===== src/rtl/matrix_mac_pkg.sv =====
// Shared definitions for the matrix MAC datapath.
// Lane geometry, group sizing and the feeder state encoding.
package matrix_mac_pkg;

    localparam int LANE_W           = 16;
    localparam int BEATS_PER_GRP    = 4;
    localparam int PACK_W           = 64;
    localparam int PARALLEL_NUM_DEF = 28;

    typedef enum logic [1:0] {
        IDLE,
        LOAD_A,
        ISSUE,
        WAIT
    } state_t;

endpackage


===== src/rtl/matrix_mac_feeder_if.sv =====
// Control, operand-stream and MAC-set signals of the matrix MAC feeder.
// master = job/operand source side, slave = the feeder itself.
interface matrix_mac_feeder_if
    import matrix_mac_pkg::*;
#(
    parameter int PARALLEL_NUM = PARALLEL_NUM_DEF,
    parameter int GRP_W        = 8
);

    localparam int VEC_W = PARALLEL_NUM * LANE_W;

    logic             start;
    logic [GRP_W-1:0] cfg_groups;
    logic [VEC_W-1:0] a_data;
    logic             a_valid;
    logic             a_ready;
    logic [VEC_W-1:0] b_data;
    logic             b_valid;
    logic             b_ready;
    logic [VEC_W-1:0] mulaSet;
    logic [VEC_W-1:0] mulbSet;
    logic [PACK_W-1:0] addcSet;
    logic             mulabSet_val;
    logic             macabSet_val;
    logic             busy;
    logic             done;
    logic             err;

    modport master (
        output start, cfg_groups, a_data, a_valid,
        output b_data, b_valid, macabSet_val,
        input  a_ready, b_ready, mulaSet, mulbSet,
        input  addcSet, mulabSet_val, busy, done, err
    );

    modport slave (
        input  start, cfg_groups, a_data, a_valid,
        input  b_data, b_valid, macabSet_val,
        output a_ready, b_ready, mulaSet, mulbSet,
        output addcSet, mulabSet_val, busy, done, err
    );

endinterface


===== src/rtl/matrix_mac_feeder.sv =====
// Operand issuer for the dot-product MAC set: one A row, streamed B columns
// in groups of four beats, with return counting and completion signalling.
module matrix_mac_feeder
    import matrix_mac_pkg::*;
#(
    parameter int PARALLEL_NUM = PARALLEL_NUM_DEF,
    parameter int GRP_W        = 8
) (
    input logic                clk,
    input logic                rstn,
    matrix_mac_feeder_if.slave bus
);

    localparam int VEC_W = PARALLEL_NUM * LANE_W;
    localparam int BW    = $clog2(BEATS_PER_GRP);

    state_t           state;
    logic [GRP_W-1:0] groups;
    logic [GRP_W-1:0] grp_issued;
    logic [GRP_W-1:0] grp_ret;
    logic [BW-1:0]    beat_cnt;
    logic [VEC_W-1:0] mula_q;
    logic [VEC_W-1:0] mulb_q;
    logic             a_rdy_q;
    logic             b_rdy_q;
    logic             val_q;
    logic             busy_q;
    logic             done_q;
    logic             err_q;

    logic             a_xfer;
    logic             b_xfer;
    logic             grp_end;
    logic             last_beat;
    logic             ret_ok;
    logic [GRP_W-1:0] ret_nxt;

    assign a_xfer    = bus.a_valid & a_rdy_q;
    assign b_xfer    = bus.b_valid & b_rdy_q;
    assign grp_end   = beat_cnt == BW'(BEATS_PER_GRP - 1);
    assign last_beat = b_xfer && grp_end
                       && (grp_issued == groups - 1'b1);

    // A return is only legal while a job is issuing/waiting and not yet full.
    assign ret_ok  = (state == ISSUE || state == WAIT)
                     && (grp_ret != groups);
    assign ret_nxt = grp_ret
                     + GRP_W'(bus.macabSet_val && ret_ok);

    always_ff @(posedge clk or negedge rstn) begin
        if (!rstn) begin
            state      <= IDLE;
            groups     <= '0;
            grp_issued <= '0;
            grp_ret    <= '0;
            beat_cnt   <= '0;
            mula_q     <= '0;
            mulb_q     <= '0;
            a_rdy_q    <= 1'b0;
            b_rdy_q    <= 1'b0;
            val_q      <= 1'b0;
            busy_q     <= 1'b0;
            done_q     <= 1'b0;
            err_q      <= 1'b0;
        end else begin
            done_q <= 1'b0;
            val_q  <= 1'b0;
            unique case (state)
                IDLE: begin
                    if (bus.start) begin
                        err_q <= 1'b0;
                        if (bus.cfg_groups != '0) begin
                            groups     <= bus.cfg_groups;
                            grp_issued <= '0;
                            grp_ret    <= '0;
                            beat_cnt   <= '0;
                            busy_q     <= 1'b1;
                            a_rdy_q    <= 1'b1;
                            state      <= LOAD_A;
                        end else begin
                            done_q <= 1'b1;
                        end
                    end
                end
                LOAD_A: begin
                    if (a_xfer) begin
                        mula_q  <= bus.a_data;
                        a_rdy_q <= 1'b0;
                        b_rdy_q <= 1'b1;
                        state   <= ISSUE;
                    end
                end
                ISSUE: begin
                    if (b_xfer) begin
                        mulb_q   <= bus.b_data;
                        val_q    <= 1'b1;
                        beat_cnt <= beat_cnt + 1'b1;
                        if (grp_end) begin
                            grp_issued <= grp_issued + 1'b1;
                        end
                        if (last_beat) begin
                            b_rdy_q <= 1'b0;
                            state   <= WAIT;
                        end
                    end
                end
                WAIT: begin
                    if (ret_nxt == groups) begin
                        done_q <= 1'b1;
                        busy_q <= 1'b0;
                        state  <= IDLE;
                    end
                end
                default: state <= IDLE;
            endcase
            // Placed after the case so a spurious return beats the start clear.
            if (bus.macabSet_val) begin
                if (ret_ok) begin
                    grp_ret <= ret_nxt;
                end else begin
                    err_q <= 1'b1;
                end
            end
        end
    end

    assign bus.mulaSet      = mula_q;
    assign bus.mulbSet      = mulb_q;
    assign bus.addcSet      = '0;
    assign bus.mulabSet_val = val_q;
    assign bus.a_ready      = a_rdy_q;
    assign bus.b_ready      = b_rdy_q;
    assign bus.busy         = busy_q;
    assign bus.done         = done_q;
    assign bus.err          = err_q;

endmodule

===== src/flat_wrapper.sv =====
// flat-port wrapper written by rule: the top's interface ports become plain ports
module matrix_mac_feeder_flat import matrix_mac_pkg::*;
#(
    parameter int PARALLEL_NUM = PARALLEL_NUM_DEF,
    parameter int GRP_W        = 8
)
  (clk, rstn, bus_start, bus_cfg_groups, bus_a_data, bus_a_valid, bus_b_data, bus_b_valid, bus_macabSet_val, bus_a_ready, bus_b_ready, bus_mulaSet, bus_mulbSet, bus_addcSet, bus_mulabSet_val, bus_busy, bus_done, bus_err);
  matrix_mac_feeder_if #(.PARALLEL_NUM(PARALLEL_NUM), .GRP_W(GRP_W)) bus_i ();
  input logic clk;
  input logic rstn;
  input wire logic [$bits(bus_i.start)-1:0] bus_start;
  input wire logic [$bits(bus_i.cfg_groups)-1:0] bus_cfg_groups;
  input wire logic [$bits(bus_i.a_data)-1:0] bus_a_data;
  input wire logic [$bits(bus_i.a_valid)-1:0] bus_a_valid;
  input wire logic [$bits(bus_i.b_data)-1:0] bus_b_data;
  input wire logic [$bits(bus_i.b_valid)-1:0] bus_b_valid;
  input wire logic [$bits(bus_i.macabSet_val)-1:0] bus_macabSet_val;
  output wire logic [$bits(bus_i.a_ready)-1:0] bus_a_ready;
  output wire logic [$bits(bus_i.b_ready)-1:0] bus_b_ready;
  output wire logic [$bits(bus_i.mulaSet)-1:0] bus_mulaSet;
  output wire logic [$bits(bus_i.mulbSet)-1:0] bus_mulbSet;
  output wire logic [$bits(bus_i.addcSet)-1:0] bus_addcSet;
  output wire logic [$bits(bus_i.mulabSet_val)-1:0] bus_mulabSet_val;
  output wire logic [$bits(bus_i.busy)-1:0] bus_busy;
  output wire logic [$bits(bus_i.done)-1:0] bus_done;
  output wire logic [$bits(bus_i.err)-1:0] bus_err;
  assign bus_i.start = bus_start;
  assign bus_i.cfg_groups = bus_cfg_groups;
  assign bus_i.a_data = bus_a_data;
  assign bus_i.a_valid = bus_a_valid;
  assign bus_i.b_data = bus_b_data;
  assign bus_i.b_valid = bus_b_valid;
  assign bus_i.macabSet_val = bus_macabSet_val;
  assign bus_a_ready = bus_i.a_ready;
  assign bus_b_ready = bus_i.b_ready;
  assign bus_mulaSet = bus_i.mulaSet;
  assign bus_mulbSet = bus_i.mulbSet;
  assign bus_addcSet = bus_i.addcSet;
  assign bus_mulabSet_val = bus_i.mulabSet_val;
  assign bus_busy = bus_i.busy;
  assign bus_done = bus_i.done;
  assign bus_err = bus_i.err;
  matrix_mac_feeder #(.PARALLEL_NUM(PARALLEL_NUM), .GRP_W(GRP_W)) u_core (.clk(clk), .rstn(rstn), .bus(bus_i));
endmodule

===== config.mk =====
export PLATFORM = sky130hd
export DESIGN_NAME = matrix_mac_feeder_flat
export DESIGN_NICKNAME = d
export VERILOG_FILES = /design/src/rtl/matrix_mac_pkg.sv /design/src/rtl/matrix_mac_feeder_if.sv /design/src/rtl/matrix_mac_feeder.sv /design/src/flat_wrapper.sv
export SDC_FILE = /design/constraint.sdc
export NUM_CORES = 1
export LEC_CHECK = 0
export CORE_AREA = 2 2 723 725
export DETAILED_ROUTE_END_ITERATION = 8
export DIE_AREA = 0 0 725 727
export PLACE_DENSITY = 0.3
export SLEW_MARGIN = 20
export SYNTH_ARGS = -nofsm -noshare
export SYNTH_HDL_FRONTEND = slang
export SYNTH_SLANG_ARGS = --single-unit

===== constraint.sdc =====
create_clock -name clk -period 3.7 [get_ports clk]
set_input_delay 0.74 -clock clk [delete_from_list [all_inputs] [get_ports clk]]
set_output_delay 0.74 -clock clk [all_outputs]
set_load 0.005 [all_outputs]

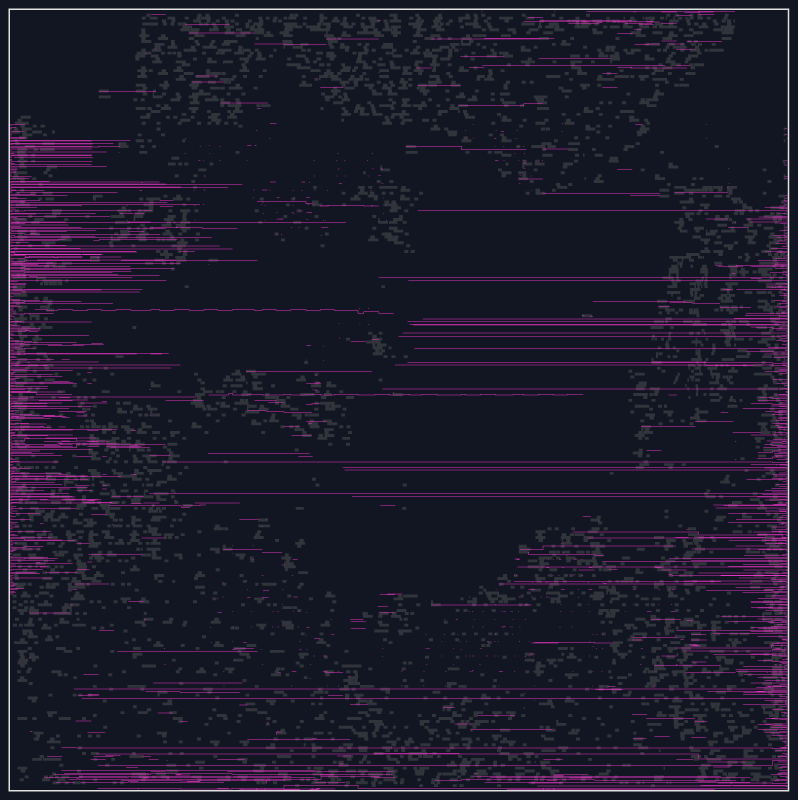
Fig. 1. Metal 3.
nets with wire on the layer: 1086
wire length on this layer: 43.3 mm
WL final: 386 mm
Via Count: 29000
GR Layer Usage met3: 7.07%

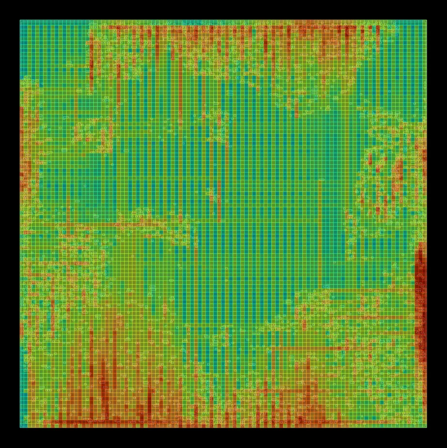
Fig. 2. Track usage over the die.
grt peak-use layer: met2
met1 Use GR: 16.1%

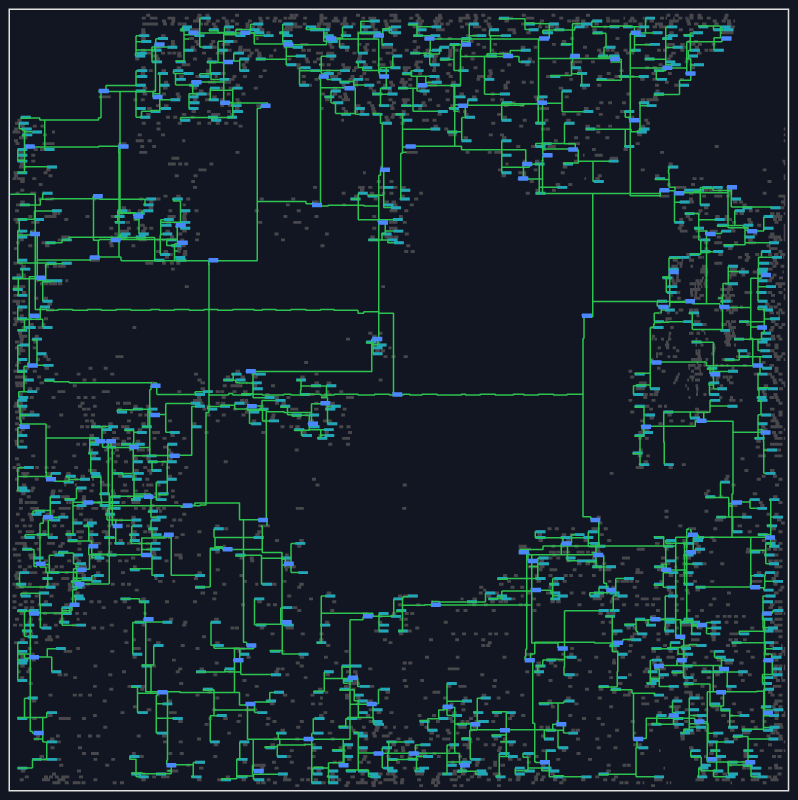
Fig. 3. Clock network drawn from the DEF.
[clock wires] green | length: 23.9 mm
[clock drivers] blue | count: 153
[flip-flops] cyan | count: 930
flops lie: spread over the die
routed clock nets: 154
P_clk: 0.0158 W
clock power share: 25.6%

==> impl_metrics.json <==
{
  "setup_ws_ps": 207,
  "die_area_mm2": 0.527,
  "coreArea_mm2": 0.519,
  "setup_viol": 0,
  "dominant_cells": "flip-flops and latches",
  "worstSetupPathType": "reg -> reg",
  "worstMarginPinSlew_ps": 903,
  "grtUsageMet2_pct": 24.0,
  "logic_area_mm2": 0.0116,
  "num_antenna_cells": 58,
  "drtIter0Drc": 1163,
  "netlist.top_cell.by_area": "dfrtp_1",
  "drv_cap": 0,
  "synth-edff-count": 0,
  "post-route-cell-area_mm2": 0.0685,
  "area_growth_pct": 92.7,
  "hpwl_mm": 343,
  "synth_cell_types": 54,
  "ys_cells": 2190,
  "worstPathRequired_ps": 4400,
  "highest_layer": "met5",
  "fp_util_pct": 6.85,
  "wl_met3_mm": 43.3,
  "ys_top_cells_by_count": "dfrtp_1 (930), mux2_2 (902), clkbuf_1 (108), buf_4 (64), nor2_1 (17)",
  "rows": 265,
  "lay_top_count": "clkdlybuf4s50_1",
  "place_area_mm2": 0.0631,
  "outcome": "finished clean",
  "wl_met2_mm": 182,
  "num_io_pins": 1876,
  "final_cell_mix": "clkdlybuf4s50_1 (1799), dfrtp_1 (930), mux2_2 (902)",
  "crit_path_max_incr_delay_ps": 390,
  "drive_gt1_share_pct": 30.5,
  "min_path_type": "in -> reg",
  "synthCells": 2190,
  "finalHoldViolCount": 0,
  "warnings": 34,
  "insertion_delay_ps": 900,
  "total_power_w": 0.0617,
  "drc_errors": 0,
  "cpLargestDelayFamily": "AND-OR/OR-AND gates",
  "setup_tns_ps": 0,
  "cts_tree": "built",
  "final_max_slew_viol_count": 0,
  "skew_ps": 87.8,
  "seq_area_share_pct": 34.0,
  "synth.most_common_cell": "dfrtp_1"
}
## where the power goes
part / internal, W / switching, W
Sequential: 0.0150 / 0.00439
Combinational: 0.0131 / 0.0134
Clock: 0.00959 / 0.00624
## final timing paths
| path | startpoint | endpoint | slack (ps) | cells past startpoint |
|---|---|---|---|---|
| setup / recovery | u_core.grp_ret[7] | u_core.state[1] | 210 | 13 |
| hold / removal | bus_b_data[323] | u_core.bus.mulbSet[323] | 450 | 2 |
| setup reg to reg | u_core.grp_ret[7] | u_core.state[1] | 210 | 13 |
| hold reg to reg | u_core.bus.mulaSet[190] | u_core.bus.mulaSet[190] | 500 | 1 |
| max in group asynchronous | rstn | u_core.bus.mulaSet[169] | 2100 | 3 |
| min in group asynchronous | rstn | u_core.bus.mulaSet[41] | 560 | 2 |
Power is estimated from default activity; no workload was simulated.
